$ cat src/rtl/imm_extend_pipe_if.sv
// imm_extend_pipe_if: decode-side and execute-side handshake of the immediate pipe
interface imm_extend_pipe_if #(parameter int XLEN = 32);
  logic flush;
  logic in_valid;
  logic in_ready;
  logic [31:0] instr;
  logic [2:0] ImmSrc;
  logic out_valid;
  logic out_ready;
  logic [XLEN-1:0] ImmExt;
  logic illegal;
  modport master (
    output flush, in_valid, instr, ImmSrc, out_ready,
    input in_ready, out_valid, ImmExt, illegal
  );
  modport slave (
    input flush, in_valid, instr, ImmSrc, out_ready,
    output in_ready, out_valid, ImmExt, illegal
  );
endinterface

$ cat src/rtl/imm_extend_pipe.sv
// imm_extend_pipe: RISC-V immediate extender behind a two-entry skid buffer
module imm_extend_pipe #(
  parameter int XLEN = 32
) (
  input logic clk,
  input logic rst,
  imm_extend_pipe_if.slave bus
);
  logic [XLEN-1:0] imm, m_d, k_d;
  logic ill, m_ill, k_ill, m_v, k_v, acc, m_free;
  always_comb begin
    imm = '0;
    ill = 1'b0;
    case (bus.ImmSrc)
      3'b000: imm = XLEN'($signed(bus.instr[31:20]));
      3'b001: imm = XLEN'($signed({bus.instr[31:25], bus.instr[11:7]}));
      3'b010: imm = XLEN'($signed({bus.instr[31], bus.instr[7], bus.instr[30:25], bus.instr[11:8], 1'b0}));
      3'b011: imm = XLEN'($signed({bus.instr[31], bus.instr[19:12], bus.instr[20], bus.instr[30:21], 1'b0}));
      3'b100: imm = XLEN'($signed({bus.instr[31:12], 12'b0}));
      3'b101: imm = XLEN'(bus.instr[19:15]);
      3'b110: imm = XLEN == 64 ? XLEN'(bus.instr[25:20]) : XLEN'(bus.instr[24:20]);
      default: ill = 1'b1;
    endcase
  end
  assign acc = bus.in_valid & ~k_v;
  assign m_free = ~m_v | bus.out_ready;
  assign bus.in_ready = ~k_v;
  assign bus.out_valid = m_v;
  assign bus.ImmExt = m_d;
  assign bus.illegal = m_ill;
  // K can only be full while in_ready is low, so a draining K never coincides with an accept
  always_ff @(posedge clk) begin
    if (rst) begin
      m_v <= 1'b0;
      k_v <= 1'b0;
      m_d <= '0;
      m_ill <= 1'b0;
    end else if (bus.flush) begin
      m_v <= 1'b0;
      k_v <= 1'b0;
    end else if (m_free && k_v) begin
      m_v <= 1'b1;
      m_d <= k_d;
      m_ill <= k_ill;
      k_v <= 1'b0;
    end else if (m_free) begin
      m_v <= acc;
      if (acc) begin
        m_d <= imm;
        m_ill <= ill;
      end
    end else if (acc) begin
      k_v <= 1'b1;
      k_d <= imm;
      k_ill <= ill;
    end
  end
endmodule
$ cat src/flat_wrapper.sv
// flat-port wrapper written by rule: the top's interface ports become plain ports
module imm_extend_pipe_flat 
#(
  parameter int XLEN = 32
)
  (clk, rst, bus_flush, bus_in_valid, bus_instr, bus_ImmSrc, bus_out_ready, bus_in_ready, bus_out_valid, bus_ImmExt, bus_illegal);
  imm_extend_pipe_if #(.XLEN(XLEN)) bus_i ();
  input logic clk;
  input logic rst;
  input wire logic [$bits(bus_i.flush)-1:0] bus_flush;
  input wire logic [$bits(bus_i.in_valid)-1:0] bus_in_valid;
  input wire logic [$bits(bus_i.instr)-1:0] bus_instr;
  input wire logic [$bits(bus_i.ImmSrc)-1:0] bus_ImmSrc;
  input wire logic [$bits(bus_i.out_ready)-1:0] bus_out_ready;
  output wire logic [$bits(bus_i.in_ready)-1:0] bus_in_ready;
  output wire logic [$bits(bus_i.out_valid)-1:0] bus_out_valid;
  output wire logic [$bits(bus_i.ImmExt)-1:0] bus_ImmExt;
  output wire logic [$bits(bus_i.illegal)-1:0] bus_illegal;
  assign bus_i.flush = bus_flush;
  assign bus_i.in_valid = bus_in_valid;
  assign bus_i.instr = bus_instr;
  assign bus_i.ImmSrc = bus_ImmSrc;
  assign bus_i.out_ready = bus_out_ready;
  assign bus_in_ready = bus_i.in_ready;
  assign bus_out_valid = bus_i.out_valid;
  assign bus_ImmExt = bus_i.ImmExt;
  assign bus_illegal = bus_i.illegal;
  imm_extend_pipe #(.XLEN(XLEN)) u_core (.clk(clk), .rst(rst), .bus(bus_i));
endmodule
$ cat config.mk
export PLATFORM = sky130hd
export DESIGN_NAME = imm_extend_pipe_flat
export DESIGN_NICKNAME = d
export VERILOG_FILES = /design/src/rtl/imm_extend_pipe_if.sv /design/src/rtl/imm_extend_pipe.sv /design/src/flat_wrapper.sv
export SDC_FILE = /design/constraint.sdc
export NUM_CORES = 1
export LEC_CHECK = 0
export ABC_AREA = 1
export ABC_CLOCK_PERIOD_IN_PS = 8000
export CAP_MARGIN = 5
export CORE_UTILIZATION = 53
export CTS_BUF_LIST = sky130_fd_sc_hd__clkbuf_16
export DETAILED_ROUTE_END_ITERATION = 10
export PLACE_DENSITY_LB_ADDON = 0.3
export SLEW_MARGIN = 10
export SYNTH_ARGS = -nofsm -noshare
export SYNTH_HDL_FRONTEND = slang
export SYNTH_SLANG_ARGS = --single-unit
$ cat constraint.sdc
create_clock -name clk -period 8 [get_ports clk]
set_clock_uncertainty 0.15 [all_clocks]
set_input_delay 1.2 -clock clk [delete_from_list [all_inputs] [get_ports clk]]
set_output_delay 1.2 -clock clk [all_outputs]
set_load 0.01 [all_outputs]
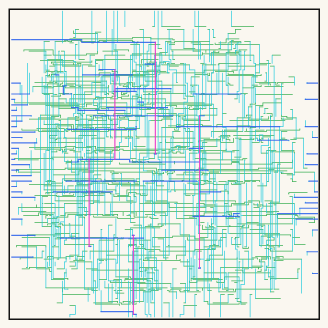
Fig. 1. Signal wires by layer (run 1).
Scale: 4 px per um.
legend:
  blue:
    layer: met3
    wire_length: 465 um
  green:
    layer: met1
    wire_length: 3140 um
  magenta:
    layer: met4
    wire_length: 130 um
  cyan:
    layer: met2
    wire_length: 3450 um

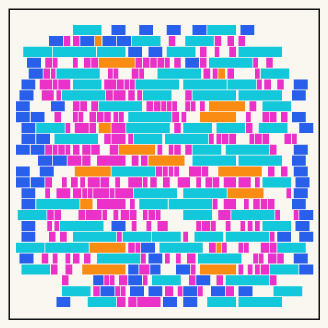
Fig. 2. Cell classes on the final placement (run 1).
Scale: 4 px per um.
legend:
  cyan:
    class: flip-flops
    cells: 68
    share_of_their_area: 43%
  magenta:
    class: all other logic
    cells: 233
    share_of_their_area: 31%
  blue:
    class: other buffers and delay cells
    cells: 70
    share_of_their_area: 18%
  orange:
    class: clock drivers and dummy loads
    cells: 16
    share_of_their_area: 8.1%

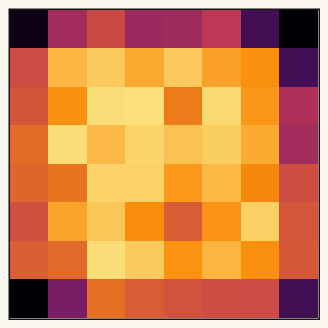
Fig. 3. Cell area per tile (run 1).
Scale: 4 px per um. The die is cut into 8 by 8 equal tiles; black is low, pale yellow is high, 0 to 100% covered.
densest ninth of the die: center
emptiest ninth of the die: upper right
nearly empty tiles: 3.1%
fullest tile: 93%
mean over tiles: 66%
tiles over 75% full: 48%

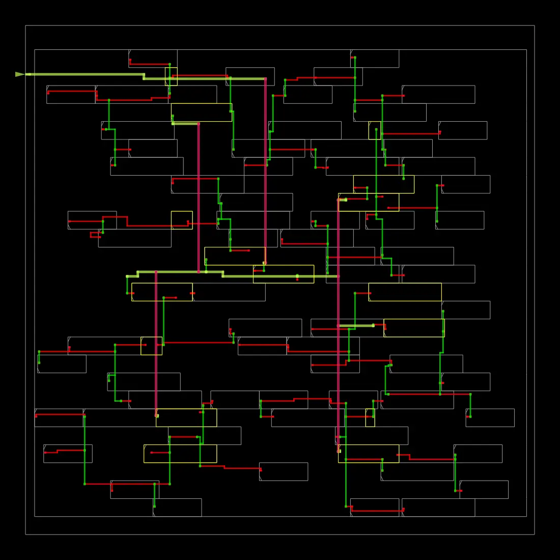
Fig. 4. The clock network (run 1).
clock buffer count in the final layout: 9
total CTS buffers: 9

==> run_results.csv, run 1 <==
group,metric,value,unit
synth,ys_sh_mux,0,%
synth,synth-simple-area-share,17.7,%
pwr,power_leakage,1.59,nW
floorplan,die_h,77.1,um
setup_path,crit_arrival,3.17,ns
synth,topCellsByArea,"edfxtp_1 (33%), dfxtp_1 (23%), nand2_1 (8.7%)",
timing,fin_tns_setup,0,ns
floorplan,initCoreUtil,56.7,%
setup_path,cpMostUsedCell,"inv_2",
clock_tree,cts_tree,"yes",
route,drt-initial-drc-count,260,
worst_hold_path,hold_start,"u_core.k_d[27]",
final_layout,nonClkBufAreaFrac,17.3,%
pwr,pwr-share-clk,45.7,%
placement,post-place-ws,4.65,ns
final_layout,drive_gt1_share,13.4,%
timing,max_freq,326,MHz
final_layout,fin_nets,422,
final_layout,diodes,0,
synth,top_cell,"nand2_1",
final_layout,largest_cell_class,"registers",
worst_hold_path,hp-class,"flip-flop to flip-flop",
setup_path,critPathMaxFanout,14,
setup_path,reg2reg_depth,9,
timing,period_minus_slack,3.07,ns
setup_path,path_cells,"clkdlybuf4s50_1 -> inv_2 -> nor2_8 -> inv_2 -> o21ai_2 -> nand2_1 -> a21oi_1",
setup_path,required,8.10,ns
route,postRouteAntennaNets,0,
pwr,seqPwrFrac,42.4,%
worst_hold_path,min_to,"u_core.bus.ImmExt[27]",
timing,worst_pin_slew,0.934,ns
clock_tree,clock-sinks,68,
synth,syn_nets,360,
synth,adder_share,0,%
synth,edf_count,33,
final_layout,nNonClkBuffers,70,
setup_path,worst_r2r_endpoint,"u_core.bus.ImmExt[31]",
floorplan,die_w,77.1,um
global_routing,grt_remaining_overflow,0,
run,warning_count,33,
status,outcome,"completed",
floorplan,die_area,5940,um2
final_layout,seq_share,42.3,%
timing,slew_viol_final,0,
==> run 1: worst max-delay path, delay by kind of cell <==
kind	cells	cell delay, ns
AOI/OAI and AO/OA	2	0.32
buffers and inverters	3	1.26
and+or+nand+nor	2	0.37
==> run 1: layer usage <==
layer	GRT usage, %	share of wire, %	up-vias	wire length, um
li1	-	-	1249	-
met1	35.1	44	1209	3140
met2	40.6	48	108	3450
met3	4.52	6.5	12	465
met4	11.1	1.8	0	129
met5	0	0	-	0
==> run 1: kinds of logic (layout without fill, tap and decap cells) <==
family,after synthesis,in the layout
simple gates,107,107
flops,68,68
buf+inv,37,104
compound gates,108,108
==> run 1: sequential cells by signal (all words and copies together) (netlist names) <==
name,flops
u_core.bus.out_valid,1
u_core.k_d,32
u_core.k_ill,1
u_core.k_v,1
u_core.bus.ImmExt,32
u_core.bus.illegal,1
Fig. 5: run 1, pin placement
Scale: 4 px per um. Pins as bars across the die edge, other pins in gray.
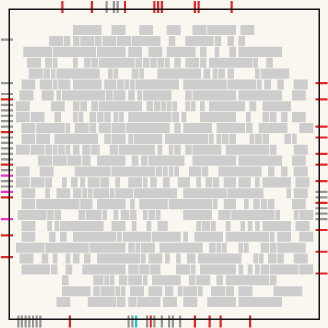

==> run 2: changes to the inputs <==
Settings changed: ABC_CLOCK_PERIOD_IN_PS 8000 to 2600, CORE_UTILIZATION 53 to 44.
Clock period 8 ns to 2.6 ns, I/O delays scaled along.
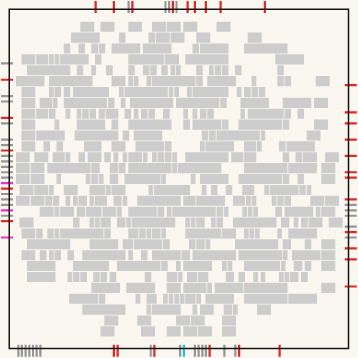
Fig. 6. Pin placement (run 2).
Scale: 4 px per um. Pins as bars across the die edge, other pins in gray.
legend:
  magenta:
    port: bus_ImmSrc
    pins: 3
    direction: input
    edge: left
  cyan:
    port: bus_in_ready
    pins: 1
    direction: output
    edge: bottom
  red:
    port: bus_ImmExt
    pins: 32
    direction: output
    edge: 12 right, 9 top, 6 bottom, 5 left
all pins by edge: 23 left, 22 bottom, 17 right, 13 top

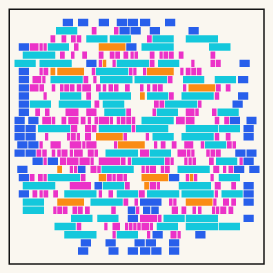
Fig. 7. Cell classes on the final placement (run 2).
Scale: 3 px per um.
legend:
  blue:
    class: other buffers and delay cells
    cells: 73
    share_of_their_area: 19%
  magenta:
    class: all other logic
    cells: 233
    share_of_their_area: 31%
  cyan:
    class: flip-flops
    cells: 68
    share_of_their_area: 44%
  orange:
    class: clock drivers and dummy loads
    cells: 16
    share_of_their_area: 6.7%

==> run 2 against run 1 <==
  * The flow now finishes with violations (design-rule violations)
  * Utilization is 14 points lower
  * Die area is 20% higher
  * Combinational power went up to 3.1 times the previous value
  * Wire length is 2.5% higher
  * Sequential power went up to 3.1 times the previous value
  * Non-clock buffer count is 3 higher
  * Worst setup slack worse by 4.3 ns
  * Register-to-register slack worse by 5.1 ns
  * Critical endpoint is now u_core.bus.ImmExt[29]
  * Largest cell class unchanged
  * Highest routed layer unchanged
==> run_results.csv, run 2 <==
group,metric,value,unit
route,postRouteAntennaNets,0,
setup_path,cp_top_family,"buffers and inverters",
placement,post-place-ws,0.298,ns
route,drc,10,
floorplan,die_area,7130,um2
status,failed_checks,"design-rule violations",
run,warning_count,33,
final_layout,drive_gt1_share,13.8,%
status,outcome,"finished with violations",
final_layout,fin_nets,425,
route,drt-initial-drc-count,191,
worst_hold_path,hp-class,"flip-flop to flip-flop",
pwr,power_leakage,1.58,nW
synth,syn_nets,360,
setup_path,path_buffers,3,
setup_path,cpMostUsedCell,"inv_2",
global_routing,grt_remaining_overflow,0,
timing,max_freq,504,MHz
route,dr.max_layer_used,"met4",
floorplan,initCoreUtil,46.3,%
setup_path,crit_arrival,2.09,ns
pwr,seqPwrFrac,45.8,%
setup_path,cp.depth,7,
clock_tree,clock-sinks,68,
timing,worst_pin_slew,0.590,ns
synth,topCellsByArea,"edfxtp_1 (33%), dfxtp_1 (23%), nand2_1 (8.7%)",
global_routing,grt_use_met3,5.90,%
global_routing,busiest_layer,"met2",
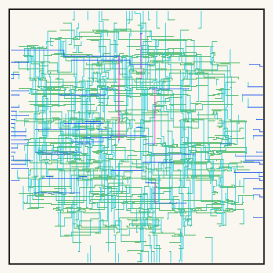
Fig. 8. Signal wires by layer (run 2).
Scale: 3 px per um.
legend:
  green:
    layer: met1
    wire_length: 3330 um
  blue:
    layer: met3
    wire_length: 441 um
  cyan:
    layer: met2
    wire_length: 3520 um
  magenta:
    layer: met4
    wire_length: 68.0 um

run 2: power groups by stage:
stage	clock network [mW]	logic (mW)	registers (mW)
floorplan	0	0.153	1.22
global route	1.12	0.368	1.19
finish	1.06	0.338	1.18
CTS	1.07	0.338	1.18
detailed placement	0	0.335	1.21
global placement	0	0.330	1.21
run 2: cells by family (layout without fill, tap and decap cells):
family / after synthesis / in the layout / share of synthesized area [%]
buf+inv: 37 / 107 / 5.36
flops: 68 / 68 / 56.6
compound gates: 108 / 108 / 20.3
simple gates: 107 / 107 / 17.7
run 2: area by class of cell:
cell class / count / share of cell area (%)
sequential: 68 / 42.5
clock buffer: 9 / 5.65
clock inverter: 7 / 0.879
inverter: 18 / 1.70
timing repair buffer: 73 / 18.3
tap: 77 / 2.42
multi-input combinational: 215 / 28.6
Fig. 9: run 2, the clock network
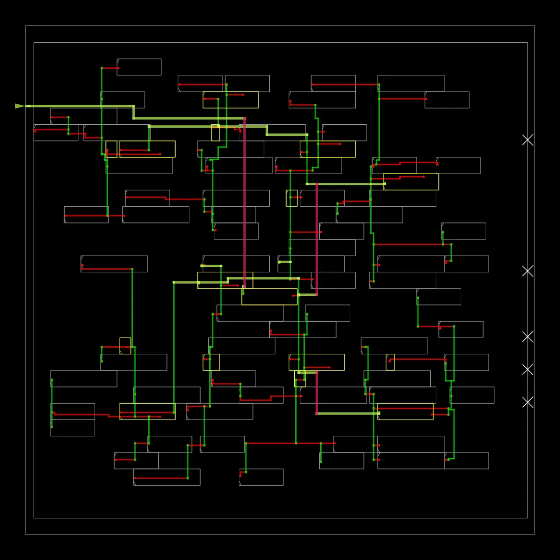

==> run 3: changes to the inputs <==
Settings changed: ABC_CLOCK_PERIOD_IN_PS 2600 to 1710.
Clock period 2.6 ns to 1.71 ns, I/O delays scaled along.
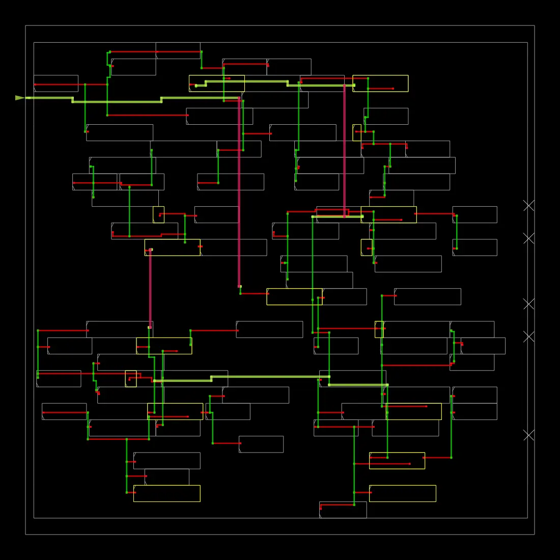
Fig. 10. The clock network (run 3).
clk_lat worst skew: 0.33 ns
seq_cells: 68
Clock Sink Count: 68
clock group power: 1.91 mW

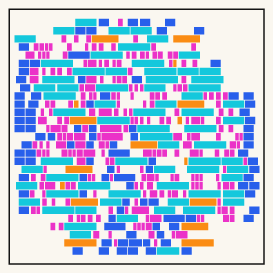
Fig. 11. Cell classes on the final placement (run 3).
Scale: 3 px per um.
Finished Core Util: 66.4%
core area: 6460 um2
number of cell rows: 29

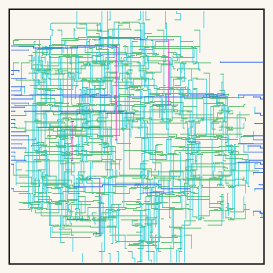
Fig. 12. Signal wires by layer (run 3).
Scale: 3 px per um.
vias: 2620
Post-Route WL: 7480 um

==> run 3 against run 2 <==
  * The flow still finishes with violations (design-rule violations)
  * Sequential share of layout area shrank 3.0 points
  * Wire length is 1.6% higher
  * Via count increased by 2.8%
  * Worst setup slack lost 0.55 ns
  * Clock power up about 80%
  * Area after synthesis did not move
  * Synthesized cell count is the same
  * Register-to-register slack got worse by 0.70 ns
  * Global-route usage grew 0.55 points
  * Flip-flop count stayed put
  * Cell count grew 5.4%
  * Critical path type is now flip-flop to output pin
  * Largest cell class unchanged
  * Largest power group is now the clock network
==> run_results.csv, run 3 <==
group,metric,value,unit
status,outcome,"finished with violations",
status,failed_checks,"design-rule violations",
floorplan,die_area,7130,um2
global_routing,grt_remaining_overflow,0,
setup_path,required,1.30,ns
floorplan,initCoreUtil,46.3,%
final_layout,fin_nets,450,
synth,topCellsByArea,"edfxtp_1 (33%), dfxtp_1 (23%), nand2_1 (8.7%)",
placement,post-place-ws,-0.149,ns
synth,yosys_warnings,0,
timing,worst_pin_slew,0.466,ns
setup_path,crit_arrival,1.24,ns
worst_hold_path,hp-class,"flip-flop to flip-flop",
setup_path,cp_top_family,"buffers and inverters",
pwr,p_comb,0.564,mW
timing,setup_viol,0,
setup_path,path_buffers,1,
global_routing,grt_usage,22.4,%
final_layout,fin_area,4290,um2
route,drc,5,
setup_path,cp.depth,1,
pwr,seqPwrFrac,42.2,%
pwr,seq-power,1.80,mW
final_layout,drive_gt1_share,19.8,%
route,first_pass_iters,7,
setup_path,path_cells,"clkdlybuf4s50_1",
run,maxCapViolations,0,
timing,rsz0062_at_grt,"no",
run,warning_count,34,
synth,ys_cells,320,
pwr,power_leakage,1.74,nW
worst_hold_path,hold_start,"u_core.k_d[25]",
pwr,power_leader,"the clock network",
global_routing,grt_max_degree,34,
setup_path,rrSetupSlack,0.23,ns
route,postRouteAntennaNets,0,
route,drt-initial-drc-count,223,
synth,syn_nets,360,
timing,max_freq,607,MHz
synth,syn-mean-instance-area,9.34,um2
==> run 3: kinds of logic (layout without fill, tap and decap cells) <==
logic type             Yosys count  in the layout  synth area share, %
AND-OR/OR-AND                  108            108                 20.3
buffers and inverters           37            132                 5.36
flip-flops                      68             68                 56.6
AND/OR/NAND/NOR                107            107                 17.7
==> run 3: area by class of cell <==
type                            count  area [um2]  area share (%)
Clock buffer                        9         225            5.26
Multi-Input combinational cell    215        1150            26.9
Timing Repair Buffer               98         968            22.6
Inverter                           18        67.6            1.58
Tap cell                           77        96.3            2.25
Clock inverter                      7        82.6            1.93
Sequential cell                    68        1690            39.5
==> run 3: per-layer routing <==
metal | wire length, um | track usage [%]
met1 | 3340 | 28.9
met2 | 3580 | 36.4
met3 | 479 | 5.21
met4 | 84 | 9.71
met5 | 0 | 0
No activity file was given, so power comes from the tool's default toggle rates.
